--- config.mk ---
export PLATFORM = sky130hd
export DESIGN_NAME = m_wb_uarttx
export DESIGN_NICKNAME = d
export VERILOG_FILES = /design/src/rtl/uarttx_pkg.sv /design/src/rtl/m_uarttx_fifo.sv /design/src/rtl/m_wb_uarttx.sv
export SDC_FILE = /design/constraint.sdc
export NUM_CORES = 1
export LEC_CHECK = 0
export ABC_CLOCK_PERIOD_IN_PS = 2900
export CAP_MARGIN = 20
export CORE_UTILIZATION = 29
export CTS_BUF_LIST = sky130_fd_sc_hd__clkbuf_2
export DETAILED_ROUTE_END_ITERATION = 8
export GPL_ROUTABILITY_DRIVEN = 0
export PLACE_DENSITY = 0.63
export SETUP_SLACK_MARGIN = 0.15
export SLEW_MARGIN = 20
export SYNTH_ARGS = -nofsm -noshare
export SYNTH_HDL_FRONTEND = slang
export SYNTH_SLANG_ARGS = --single-unit
--- constraint.sdc ---
create_clock -name CLK_I -period 2.9 [get_ports CLK_I]
set_clock_uncertainty 0.1 [all_clocks]
set_input_delay 0.29 -clock CLK_I [delete_from_list [all_inputs] [get_ports CLK_I]]
set_output_delay 0.29 -clock CLK_I [all_outputs]
set_load 0.005 [all_outputs]
--- src/rtl/uarttx_pkg.sv ---
// uarttx_pkg: shared FSM states, register word offsets and status bit positions for m_wb_uarttx
package uarttx_pkg;
   typedef enum logic [1:0] {IDLE, START, DATA, STOP} state_t;
   localparam logic ADR_DATA = 1'b0;
   localparam logic ADR_DIV  = 1'b1;
   localparam int ST_EMPTY    = 0;
   localparam int ST_FULL     = 1;
   localparam int ST_BUSY     = 2;
   localparam int ST_TXIDLE   = 3;
   localparam int ST_OVERFLOW = 4;
endpackage

--- src/rtl/m_uarttx_fifo.sv ---
// m_uarttx_fifo: 8-bit synchronous FIFO, head presented combinationally
module m_uarttx_fifo #(
   parameter int AW = 2
) (
   input  logic       clk,
   input  logic       rst_n,
   input  logic       push,
   input  logic       pop,
   input  logic [7:0] din,
   output logic [7:0] dout,
   output logic       full,
   output logic       empty
);
   logic [7:0]  mem [2**AW];
   logic [AW-1:0] wp, rp;
   logic [AW:0] n;
   logic        pw, pp;
   assign full  = n[AW];
   assign empty = n == '0;
   assign dout  = mem[rp];
   assign pw    = push & ~full;
   assign pp    = pop & ~empty;
   always_ff @(posedge clk or negedge rst_n)
      if (!rst_n) begin
         wp <= '0;
         rp <= '0;
         n  <= '0;
      end else begin
         if (pw) wp <= wp + 1'b1;
         if (pp) rp <= rp + 1'b1;
         n <= n + (AW+1)'(pw) - (AW+1)'(pp);
      end
   // storage needs no reset: pointers alone define the contents
   always_ff @(posedge clk)
      if (pw) mem[wp] <= din;
endmodule

--- src/rtl/m_wb_uarttx.sv ---
// m_wb_uarttx: Wishbone-classic 8N1 UART transmitter with byte FIFO.
// Define UARTTX_RUNTIME_DIV_EN to make the baud divisor writable at ADR_I=1.
module m_wb_uarttx
   import uarttx_pkg::*;
#(
   parameter int FIFODEPTHLOG2 = 2,
   parameter int DIVWIDTH      = 16,
   parameter int DEFAULT_DIV   = 3
) (
   input  logic        CLK_I,
   input  logic        RSTN_I,
   input  logic        STB_I,
   input  logic        WE_I,
   input  logic [3:0]  SEL_I,
   input  logic        ADR_I,
   input  logic [31:0] DAT_I,
   output logic [31:0] DAT_O,
   output logic        ACK_O,
   output logic        TXD,
   output logic        txidle
);
   state_t              state, state_nx;
   logic                acc, wr_data, pop, full, empty, busy, overflow;
   logic [7:0]          head, sh, sh_nx;
   logic [2:0]          bitn, bitn_nx;
   logic [DIVWIDTH-1:0] div, cnt, cnt_nx;
   logic [4:0]          stat;
   logic [31:0]         rdata;
   logic                unused_ok;

   assign acc     = STB_I & ~ACK_O;
   assign wr_data = acc & WE_I & (ADR_I == ADR_DATA) & SEL_I[0];
   assign busy    = state != IDLE;
   assign txidle  = empty & ~busy;
   assign TXD     = state == START ? 1'b0 : state == DATA ? sh[0] : 1'b1;
   assign unused_ok = ^{DAT_I, SEL_I};

   assign stat[ST_EMPTY]    = empty;
   assign stat[ST_FULL]     = full;
   assign stat[ST_BUSY]     = busy;
   assign stat[ST_TXIDLE]   = txidle;
   assign stat[ST_OVERFLOW] = overflow;
   assign rdata = ADR_I == ADR_DIV ? 32'(div) : 32'(stat);

   m_uarttx_fifo #(.AW(FIFODEPTHLOG2)) u_fifo (
      .clk(CLK_I), .rst_n(RSTN_I), .push(wr_data), .pop(pop),
      .din(DAT_I[7:0]), .dout(head), .full(full), .empty(empty)
   );

   always_ff @(posedge CLK_I or negedge RSTN_I)
      if (!RSTN_I) begin
         ACK_O    <= 1'b0;
         DAT_O    <= '0;
         overflow <= 1'b0;
      end else begin
         ACK_O    <= acc;
         DAT_O    <= acc & ~WE_I ? rdata : '0;
         // a drop in the same cycle as a status read keeps the flag set
         overflow <= wr_data & full ? 1'b1 : acc & ~WE_I & (ADR_I == ADR_DATA) ? 1'b0 : overflow;
      end

`ifdef UARTTX_RUNTIME_DIV_EN
   always_ff @(posedge CLK_I or negedge RSTN_I)
      if (!RSTN_I)
         div <= DIVWIDTH'(DEFAULT_DIV);
      else if (acc & WE_I & (ADR_I == ADR_DIV))
         for (int i = 0; i < DIVWIDTH; i++)
            if (SEL_I[i/8]) div[i] <= DAT_I[i];
`else
   assign div = DIVWIDTH'(DEFAULT_DIV);
`endif

   always_ff @(posedge CLK_I or negedge RSTN_I)
      if (!RSTN_I) begin
         state <= IDLE;
         cnt   <= '0;
         bitn  <= '0;
         sh    <= '0;
      end else begin
         state <= state_nx;
         cnt   <= cnt_nx;
         bitn  <= bitn_nx;
         sh    <= sh_nx;
      end

   // end of stop bit chains straight into the next start bit when data waits
   always_comb begin
      state_nx = state;
      cnt_nx   = cnt;
      bitn_nx  = bitn;
      sh_nx    = sh;
      pop      = 1'b0;
      if (state == IDLE || (state == STOP && cnt == '0)) begin
         pop      = ~empty;
         sh_nx    = empty ? sh : head;
         cnt_nx   = empty ? cnt : div;
         state_nx = empty ? IDLE : START;
      end else if (cnt != '0)
         cnt_nx = cnt - 1'b1;
      else begin
         cnt_nx   = div;
         state_nx = state == START ? DATA : bitn == 3'd7 ? STOP : DATA;
         bitn_nx  = state == START ? 3'd0 : bitn + 1'b1;
         sh_nx    = state == START ? sh : sh >> 1;
      end
   end
endmodule

==> notes.md, run 1 <==
Notes on the physical design

The synthesized-area fraction occupied by and/or/nand/nor cells is 10.5%. The biggest fanout along the worst timing path is 4. The total negative slack is 0 ps.

CTS built an H-tree with a depth of 3. The launch point of the worst register-to-register path is recorded as cnt[11]$_DFFE_PN0P_. The number of inserted filler cells in the final layout is between 1000 and 1500. Of the total synthesized cell area, the portion taken by XOR and XNOR cells is 1.45%. The total number of clock tree sinks is 75.

The number of warning messages in the logs is 58. After layout, the minimum clock period comes to between 2000 and 3000 ps. By count the netlist is led by dfrtp_1 (43), edfxtp_1 (32), buf_4 (27). The placeable core area is 12100 µm². The synthesized flop and latch total is 75. For the worst setup path, the data arrival time is 3000 ps.

The power share of the sequential group is 51.7%. The first global-routing pass estimated 10.6 mm of wire. The total congestion overflow is 0. Once iteration 0 of detailed routing completed, the report listed 151 DRC markers. The cell count after synthesis is 293. The clock network power share is 18.5%. The count of non-filler cells in the finished layout is 498.

The main kind of combinational logic by area is AND-OR/OR-AND gates. The CTS tree is built. u_fifo.mem holds more flip-flops than any other register. The die is between 100 and 150 µm tall. The type of the worst setup path is register to register. The layout multi-input combinational cell count is 194. The highest-utilization routing layer at the global route stage is met2.

The async set or reset register ratio after synthesis is 57.3%. The gate-level netlist out of Yosys references 52 unique cell types. Global routing consumed, over all layers together, 10.8% of the routing resources.

After layout, the inverter instance count without clock inverters stands at 11. The power drawn by the sequential cells is ~1.6 mW. Counting the clock-network buffers in the layout gives 11. The final timing report gives a worst setup slack of 224 ps.

The register with the most flip-flops in the layout has 32 of them. Nets still carrying antenna violations after routing amount to 0. At the worst endpoint, the required time is about 3200 ps. The part of the total power dissipated in combinational logic is 29.8%. The share of final layout cell area taken by non-clock buffers is 7.28%. Relative to the synthesized area, the layout overhead comes to 13.6%. The number of warnings issued by yosys is 0. The worst setup path endpoint is u_fifo.n[2]$_DFF_PN0_.

Per the finish-stage timing summary, setup violations number 0. The sequential cell area is ~2000 µm². For the completed layout, the total cell area is recorded as 4120 µm². The library cell used as clock root buffer is clkbuf_2. The cell count after placement is 477. Net switching is 34.3% of the power.

Among all cell types in the netlist, the one instantiated most often is dfrtp_1. The timing report gives the worst reg2reg path a setup slack of between 200 and 250 ps. The quantity of hold-fixing buffers added after cts is 1. The final timing report lists a hold violation count of 0.

The number of sequential cells is 75. The placed wire-length estimate is 4.29 mm. The completed layout was analyzed and its total power is 3.05 mW.

In the final layout, the registers with the most flip-flops are u_fifo.mem (32), cnt (16), sh (8). Per the area breakdown, the dominant cell category is sequential cells. The synthesized netlist occupies a cell area of 3630 µm². The flow ran to the end, and the final reports show no timing, DRC or antenna violations. The fraction of area in clock buffers and inverters is 2.64%.

Yosys attributes the largest share of cell area to dfrtp_1 (30%), edfxtp_1 (26%), buf_4 (5.6%), mux4_2 (5.0%), mux2_1 (4.3%). The diode insertion count for antenna repair is 1. Counting flops with a built-in enable in the synthesized netlist gives 32. The met1 global-route usage is 13.8%. Across all checked pins, the minimum headroom to the slew limit is 51.4%. The largest net degree at the start of global routing is 44. The number of maximum-capacitance violations is 0.

The remaining design rule violation count is 0. The number of iterations in the first detailed-routing pass is 4. The switching power summed over all nets is 1.05 mW. After synthesis, the largest area contributor takes up 29.6% of total cell area. The horizontal die dimension is 114 µm. By instance count after routing, the leading logic cell types are dfrtp_1 (43), edfxtp_1 (32), conb_1 (27). The kind of end point of the critical path is a register. The transition time recorded at the tightest slew-check pin is 730 ps.

STA lists the endpoint of the worst register-to-register path as u_fifo.n[2]$_DFF_PN0_. For this run, the chip area from Yosys synthesis comes to 3630 µm². The number of global-route vias before repair is 2172.

The type of the worst min-delay path is primary input to async pin. The number of setup buffers added after CTS is 0. In this run the critical path is formed by or3_1 -> or3_1 -> o31a_1 -> nor2_2 -> ha_1 -> inv_1 -> ha_1 -> fa_1 -> xnor2_1. The well tap count is 168. The family of cells with the greatest summed delay on the critical path is simple AND/OR/NAND/NOR gates. The areal power density over the cells is 740 nW/µm². No sink is reached through more buffers than the 2 on the longest clock path.
[run 1: worst register-to-register path: stages (launching register included)]
cell and delay, ps:
dfrtp_1 450, or3_1 390, or3_1 370, o31a_1 290
nor2_2 140, ha_1 140, inv_1 40, ha_1 180
fa_1 370, xnor2_1 130
[run 1: logic make-up (layout without fill, tap and decap cells)]
kind of cell | after synthesis | count (layout)
adders and majority gates | 10 | 10
xor gates and xnor gates | 6 | 6
muxes | 22 | 22
other | 1 | 28
and+or+nand+nor | 74 | 74
buffers and inverters | 50 | 60
DFF | 75 | 75
AOI/OAI and AO/OA | 55 | 55
[run 1: routing by layer]
layer  up-vias  wire [µm]
li1       1090          -
met1      1103       3060
met2        54       3010
met3        10        194
met4         0        125
met5         -          0
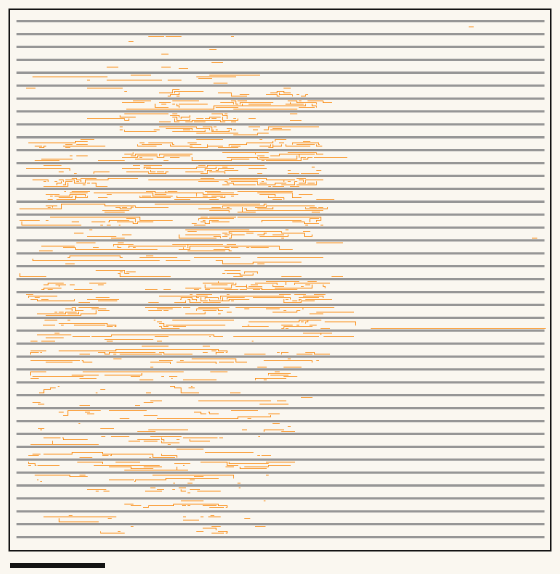
**Above:** run 1 (the metal 1 layer).
Bar = 20 µm. Supply wires on this layer in gray.
The layer holds 48% of the routed length. 292 nets have wire on it. The wires run mostly horizontal.

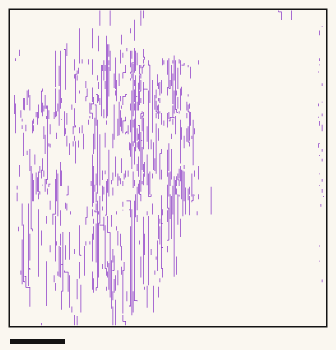
**Above:** run 1 (signal wires on met2).
Bar = 20 µm.
299 nets have wire on it. The layer holds 47% of the routed length.
routed via count: 2257
final routed wirelength across all metal layers: 6.38 mm
met2 GRT Util: 17.0%

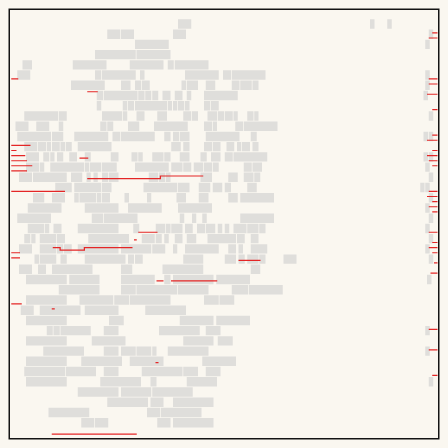
**Above:** run 1 (met3 routing).
The longest straight run is 22.3 µm. The layer holds 3.1% of the routed length. The layer carries 195 µm of wire. The wires run mostly horizontal. 41 nets have wire on it.
met3 layer usage reported by global route: 2.18%

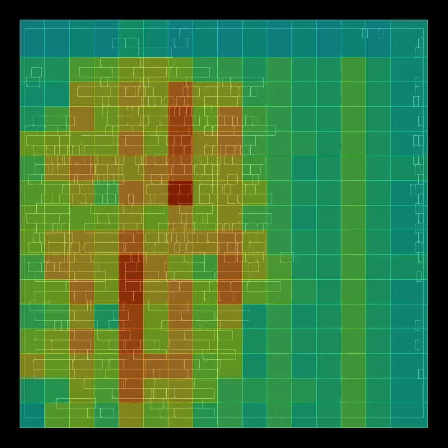
**Above:** run 1 (routing congestion map).
final core utilization: 34.0%
drt wl/cell: 12.8 µm

==> inputs of run 2 (changes only) <==
- CORE_UTILIZATION: 29 -> 48
- PLACE_DENSITY: 0.63 -> 0.9
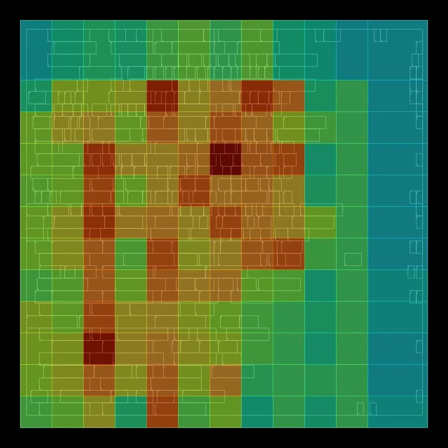
**Above:** run 2 (routing congestion map).
met3 layer usage reported by global route: 4.16%
final core utilization: 55.7%
global-route track usage on met1: 23.3%

==> run 2 against run 1 <==
  * Register-to-register slack got worse by 50 ps
  * Setup slack got worse by 50 ps
  * Combinational power increased by 5.6%
  * Wire length decreased by 2.1%
  * Largest cell class unchanged
  * Largest power group unchanged
  * Highest routed layer unchanged
==> notes.md, run 2 <==
Notes on the physical design

The type of the worst setup path is register to register. The largest net degree at the start of global routing is between 40 and 50. The worst setup path endpoint is u_fifo.n[1]$_DFF_PN0_. The routed metal-1 wirelength is 2.80 mm. The CTS tree is built.

The count of cell types in the netlist is ~52. Of the post-synthesis cell area, the dominant cell type holds 29.6%. The number of global-route vias before repair was 2173. The end of the worst register-to-register path is u_fifo.n[1]$_DFF_PN0_. The smallest clock period supported by the final layout is computed as roughly 2700 ps. The synthesized area is around 3600 µm². Leaving out fill and tap cells, the most frequent cells in the layout are dfrtp_1 (43), edfxtp_1 (32), conb_1 (27). The final timing report counts setup violations totalling 0. Clock tree synthesis selected as its root buffer the cell clkbuf_2.

In the final layout, the registers with the most flip-flops are u_fifo.mem (32), cnt (16), sh (8). The synthesized-area fraction occupied by and/or/nand/nor cells is 10.5%. The worst-case clock buffer depth is 2. STA classifies the critical path startpoint as a register.

Counting stages on the worst path, the most repeated cell is or3_4. After layout the signal buffers, clock cells excluded, come to 7.71% of cell area. The wire length of the first global-routing pass is ~10 mm.

The commonest cells after synthesis are dfrtp_1 (43), edfxtp_1 (32), buf_4 (27). Per the repair_timing log after CTS, setup buffers inserted total 0. The placement report lists the number of port buffers as 21. The count of non-filler cells in the finished layout is 430. The clock tree has to reach 75 sinks. 194 cells are multi-input combinational gates. The flip-flop count of the largest register after layout is 32.

Non-clock inverters in the final layout number 11. The worst pin sits at a relative slew slack of 37.0%. In this run the worst path has a maximum fanout of 4. The main kind of combinational logic by area is AND-OR/OR-AND gates. The dominant cell by count in the synthesized netlist is dfrtp_1. The CTS H-tree depth is 3. The data required time of the worst path is 3240 ps.

The cell-mix breakdown from Yosys lists the XOR/XNOR area share as roughly 1.4%. Wires add up to 6.25 mm. The family of cells with the greatest summed delay on the critical path is simple AND/OR/NAND/NOR gates. The worst reg-to-reg setup slack is 170 ps.

The area taken by sequential standard cells is reported as 2040 µm². The synthesized flop and latch total is 75. The fraction of area in clock buffers and inverters is 2.62%.

With fillers left out, the area of the finished cells amounts to 4060 µm². The areal power density over the cells is roughly 760 nW/µm². The clock network accounts for 17.3% of the total power. Overall power consumption after layout is estimated at around 3.1 mW. The remaining design rule violation count is 0. The number of nets with antenna violations after routing is 0. The path class of the tightest hold or removal check is primary input to register. In the global route stage, overall resource usage came out at approximately 17%.

The diode insertion count for antenna repair is 0. The hold violation total from the final report is 0. In the synthesized netlist the async set-or-reset flop fraction comes to between 50% and 60%. Adding up every negative setup slack in the final design gives 0 ps.

Clock buffers in the final layout number 9. Counting tap cells, the placed design contains a total of approximately 410 instances. After detailed routing, the met3 layer carries ~340 µm of wire. The total overflow left after global routing is 0. The flow ran to the end, and the final reports show no timing, DRC or antenna violations. The global routing report lists met2 layer usage as ~28%. u_fifo.mem holds more flip-flops than any other register. The number of inserted filler cells in the final layout is 575. Per the area breakdown, the dominant cell category is sequential cells. Max-cap violations in this run came to 0. The number of sequential cells is 75. Warnings reported by Yosys during synthesis add up to 0. Synthesis handed over a netlist of about 290 instances.

The routed length on met2 is between 3 and 4 mm. Measured along the x axis, the die boundary spans 89.0 µm. Per the breakdown, switching nets consume 36.4% of all power. According to the floorplan report, the die height is 89.0 µm. In the final routed layout, each cell accounts on average for 14.5 µm. The power share of the sequential group is 51.5%. The yosys synthesis chip area is 3630 µm². For the pin with the worst max-slew slack, the measured transition is ~940 ps.

Summing over every cut layer, the via total after detailed routing is approximately 2300. Once detailed placement completed, the half-perimeter wirelength came to between 4 and 5 mm. Per the GRT log, the top usage layer is met2. The number of iterations in the first detailed-routing pass is 6. The well tap count is 99. The total die size is around 7900 µm².

STA classifies the critical path endpoint as a register. The layout overhead on the synthesized area is 11.8%. The detailed router's first-iteration violation count is 177. The least setup slack across all paths after layout is ~170 ps. The switching component of the power was reported as 1.12 mW. The number of warning messages in the logs is 58.
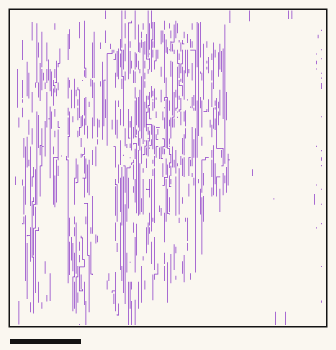
**Above:** run 2 (signal wires on met2).
Bar = 20 µm.
The layer holds 48% of the routed length. 311 nets have wire on it. The layer carries 3020 µm of wire.

-- run 2: cell count changes in the layout (fill, tap and decap cells not counted), sizes merged --
cell	before	now
clkinvlp	1	2
diode	1	0
clkbuf	11	9
bufinv	1	0
inv	12	14
buf	12	14
-- run 2: power groups by stage --
| stage | registers (mW) | clock network, mW | logic [mW] |
|---|---|---|---|
| floorplan | 1.49 | 0 | 0.767 |
| global placement | 1.58 | 0 | 0.843 |
| detailed placement | 1.60 | 0 | 0.888 |
| CTS | 1.58 | 0.536 | 0.897 |
| global route | 1.62 | 0.590 | 1.08 |
| finish | 1.58 | 0.531 | 0.960 |
**Run 2: signal wires on met4**

Bar = 20 µm. Supply wires on this layer in gray.
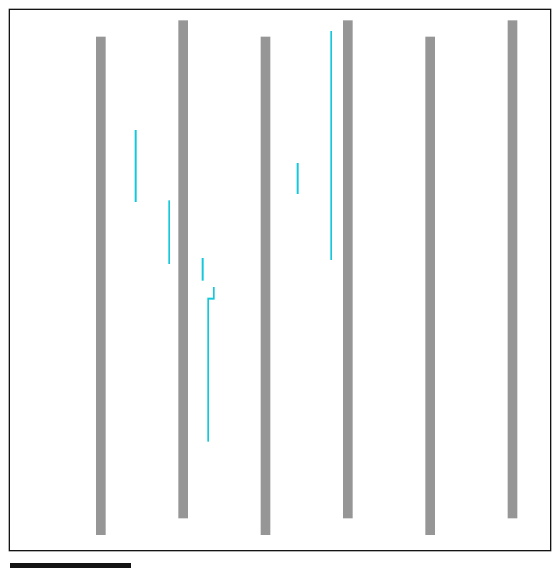

==> inputs of run 3 (changes only) <==
--- a/config.mk
+++ b/config.mk
@@ -12,4 +12,5 @@
 export DETAILED_ROUTE_END_ITERATION = 8
 export GPL_ROUTABILITY_DRIVEN = 0
+export HOLD_SLACK_MARGIN = 0.03
 export PLACE_DENSITY = 0.9
 export SETUP_SLACK_MARGIN = 0.15
==> constraint.sdc (replaced) <==
create_clock -name CLK_I -period 2.9 [get_ports CLK_I]
set_clock_uncertainty 0.1 [all_clocks]
set_input_delay 0.58 -clock CLK_I [delete_from_list [all_inputs] [get_ports CLK_I]]
set_output_delay 0.58 -clock CLK_I [all_outputs]
set_load 0.005 [all_outputs]
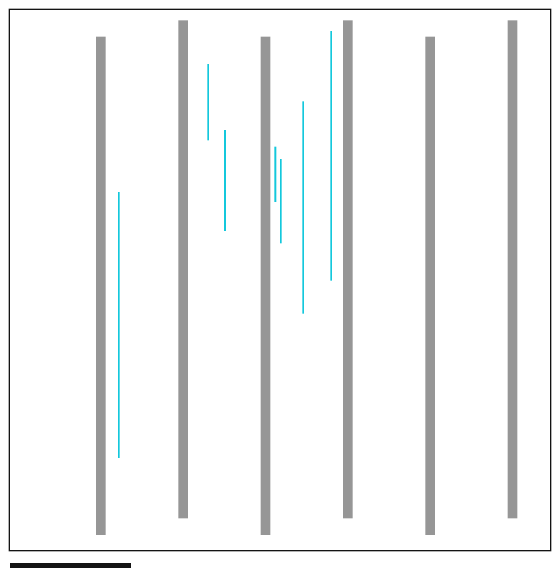
**Above:** run 3 (signal wires on met4).
Bar = 20 µm. Supply wires on this layer in gray.
The layer holds 2.6% of the routed length. The wires run mostly vertical. The layer carries 170 µm of wire. The longest straight run is 43.5 µm. 6 nets have wire on it.

==> run 3 against run 2 <==
  * Final cell count is 0.70% higher
  * Via count increased by 2.9%
  * Wire length up 4.9%
  * Non-clock buffer count grew 3
  * Synthesized cell count unchanged
  * Setup slack worse by 26 ps
  * Critical endpoint unchanged
==> notes.md, run 3 <==
Notes on the physical design

The run finished with clean final reports. Setup slack on the worst reg-to-reg path comes out at about 150 ps. The transition time of the tightest slew-check pin is 944 ps.

Looking at the area split, the leading class of cells is sequential cells. The number of flops mapped to enable cells by yosys is 32. There are 75 flip-flops and latches.

The registers reported with the highest flop counts are u_fifo.mem (32), cnt (16), sh (8). The highest-utilization routing layer at the global route stage is met2. The family of cells with the greatest summed delay on the critical path is simple AND/OR/NAND/NOR gates. The worst setup path endpoint is u_fifo.n[1]$_DFF_PN0_. The number of maximum-capacitance violations is 0.

The total met3 wirelength after detailed routing is approximately 360 µm. Ranked by total cell area, the synthesized netlist is headed by dfrtp_1 (30%), edfxtp_1 (26%), buf_4 (5.6%), mux4_2 (5.0%), mux2_1 (4.3%). The first TritonRoute pass finished after 4 iterations. According to the floorplan report, the die height is 89.0 µm.

The worst setup path is launched from a register. The number of global-route vias before repair was ~2200. In this run the tools logged warnings totalling between 50 and 60. Between the synthesized netlist and the finished layout, the area growth was recorded as 12.9%. The share of final layout cell area taken by non-clock buffers is 8.18%. 194 cells are multi-input combinational gates. Per STA, the worst path is made up of or2_2 -> or3_4 -> o31a_1 -> nor2_2 -> ha_1 -> inv_2 -> ha_4 -> fa_2. The synthesized area is 3630 µm².

Of all flip-flops after synthesis, the portion carrying an async set or reset was a little under three fifths. The cell count after synthesis is 293. The clock network consumes a total of 589 µW.

STA lists the maximum fanout along the critical path as 5. The final design area excluding fillers is 4100 µm². According to the timing report, the data required time at the worst endpoint equals 3250 ps.

Per the OpenROAD floorplan log, the area of the die is 7910 µm². The global-route usage over all layers is 17.8%. The least setup slack across all paths after layout is 148 ps. The longest clock path from root to sink contains 2 buffers. The register with the most flip-flops in the final layout is u_fifo.mem. STA lists the startpoint of the worst register-to-register path as cnt[13]$_DFFE_PN0P_. Across all layers, the routed design uses around 2400 vias.

The total congestion overflow is 0. Sorting the synthesized cells by how often they occur yields dfrtp_1 (43), edfxtp_1 (32), buf_4 (27). Summing internal, switching and leakage power gives 3.18 mW. STA puts the critical path data arrival time at 3100 ps. The number of nets with antenna violations after routing is 0. CTS placed an instance of clkbuf_2 at the clock tree root.

The tree built by TritonCTS fans out to 75 sinks. The synthesized flop and latch total is 75. The layout has 10 clock buffers. The yosys synthesis chip area is 3630 µm². Switching power as a fraction of the total was reported as between 30% and 40%.

The clock network power share is 18.5%. The end of the worst register-to-register path is u_fifo.n[1]$_DFF_PN0_. The type of the worst min-delay path is primary input to async pin. Endpoints failing hold in the final report were tallied at 0. The wire length of the first global-routing pass is 10.3 mm. The relative slew slack is around 37%.

In the final layout, clock buffers and inverters account for 2.99% of the cell area. met2 track demand over resource after global routing is slightly below 30%. After legalization and detailed placement, the total HPWL measured 4.31 mm. The switching power summed over all nets is 1.12 mW. The largest net degree at the start of global routing is ~44. In this run the horizontal extent of the chip is 89.0 µm.

The power in combinational cells is between 1 and 1.5 mW. Leaving out filler cells and counting taps, the final layout contains 433.
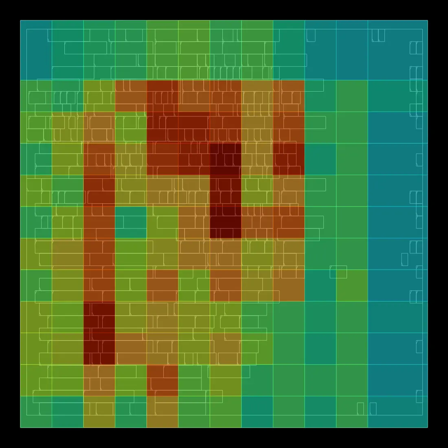
**Above:** run 3 (routing congestion map).
drt wl/cell: 15.1 µm
met3 layer usage reported by global route: 4.62%
global-route track usage on met1: 22.7%
final core utilization: 56.2%

[run 3: cell counts after synthesis]
Identical to the previous run, type by type.
[run 3: logic make-up after synthesis]
| logic type | after synthesis | synth area share, % |
|---|---|---|
| AOI/OAI and AO/OA | 55 | 10.8 |
| xor gates and xnor gates | 6 | 1.45 |
| adders and majority gates | 10 | 3.65 |
| buffers and inverters | 50 | 8.07 |
| DFF | 75 | 56.1 |
| muxes | 22 | 9.31 |
| other | 1 | 0.103 |
| and+or+nand+nor | 74 | 10.5 |
[run 3: repair_timing]
| action | CTS | global route |
|---|---|---|
| gates resized | 2 | 7 |
| pin swaps | 0 | 8 |
| buffers inserted | 3 | 5 |
| endpoints found under the setup margin | 10 | 13 |
No activity file was given, so power comes from the tool's default toggle rates.
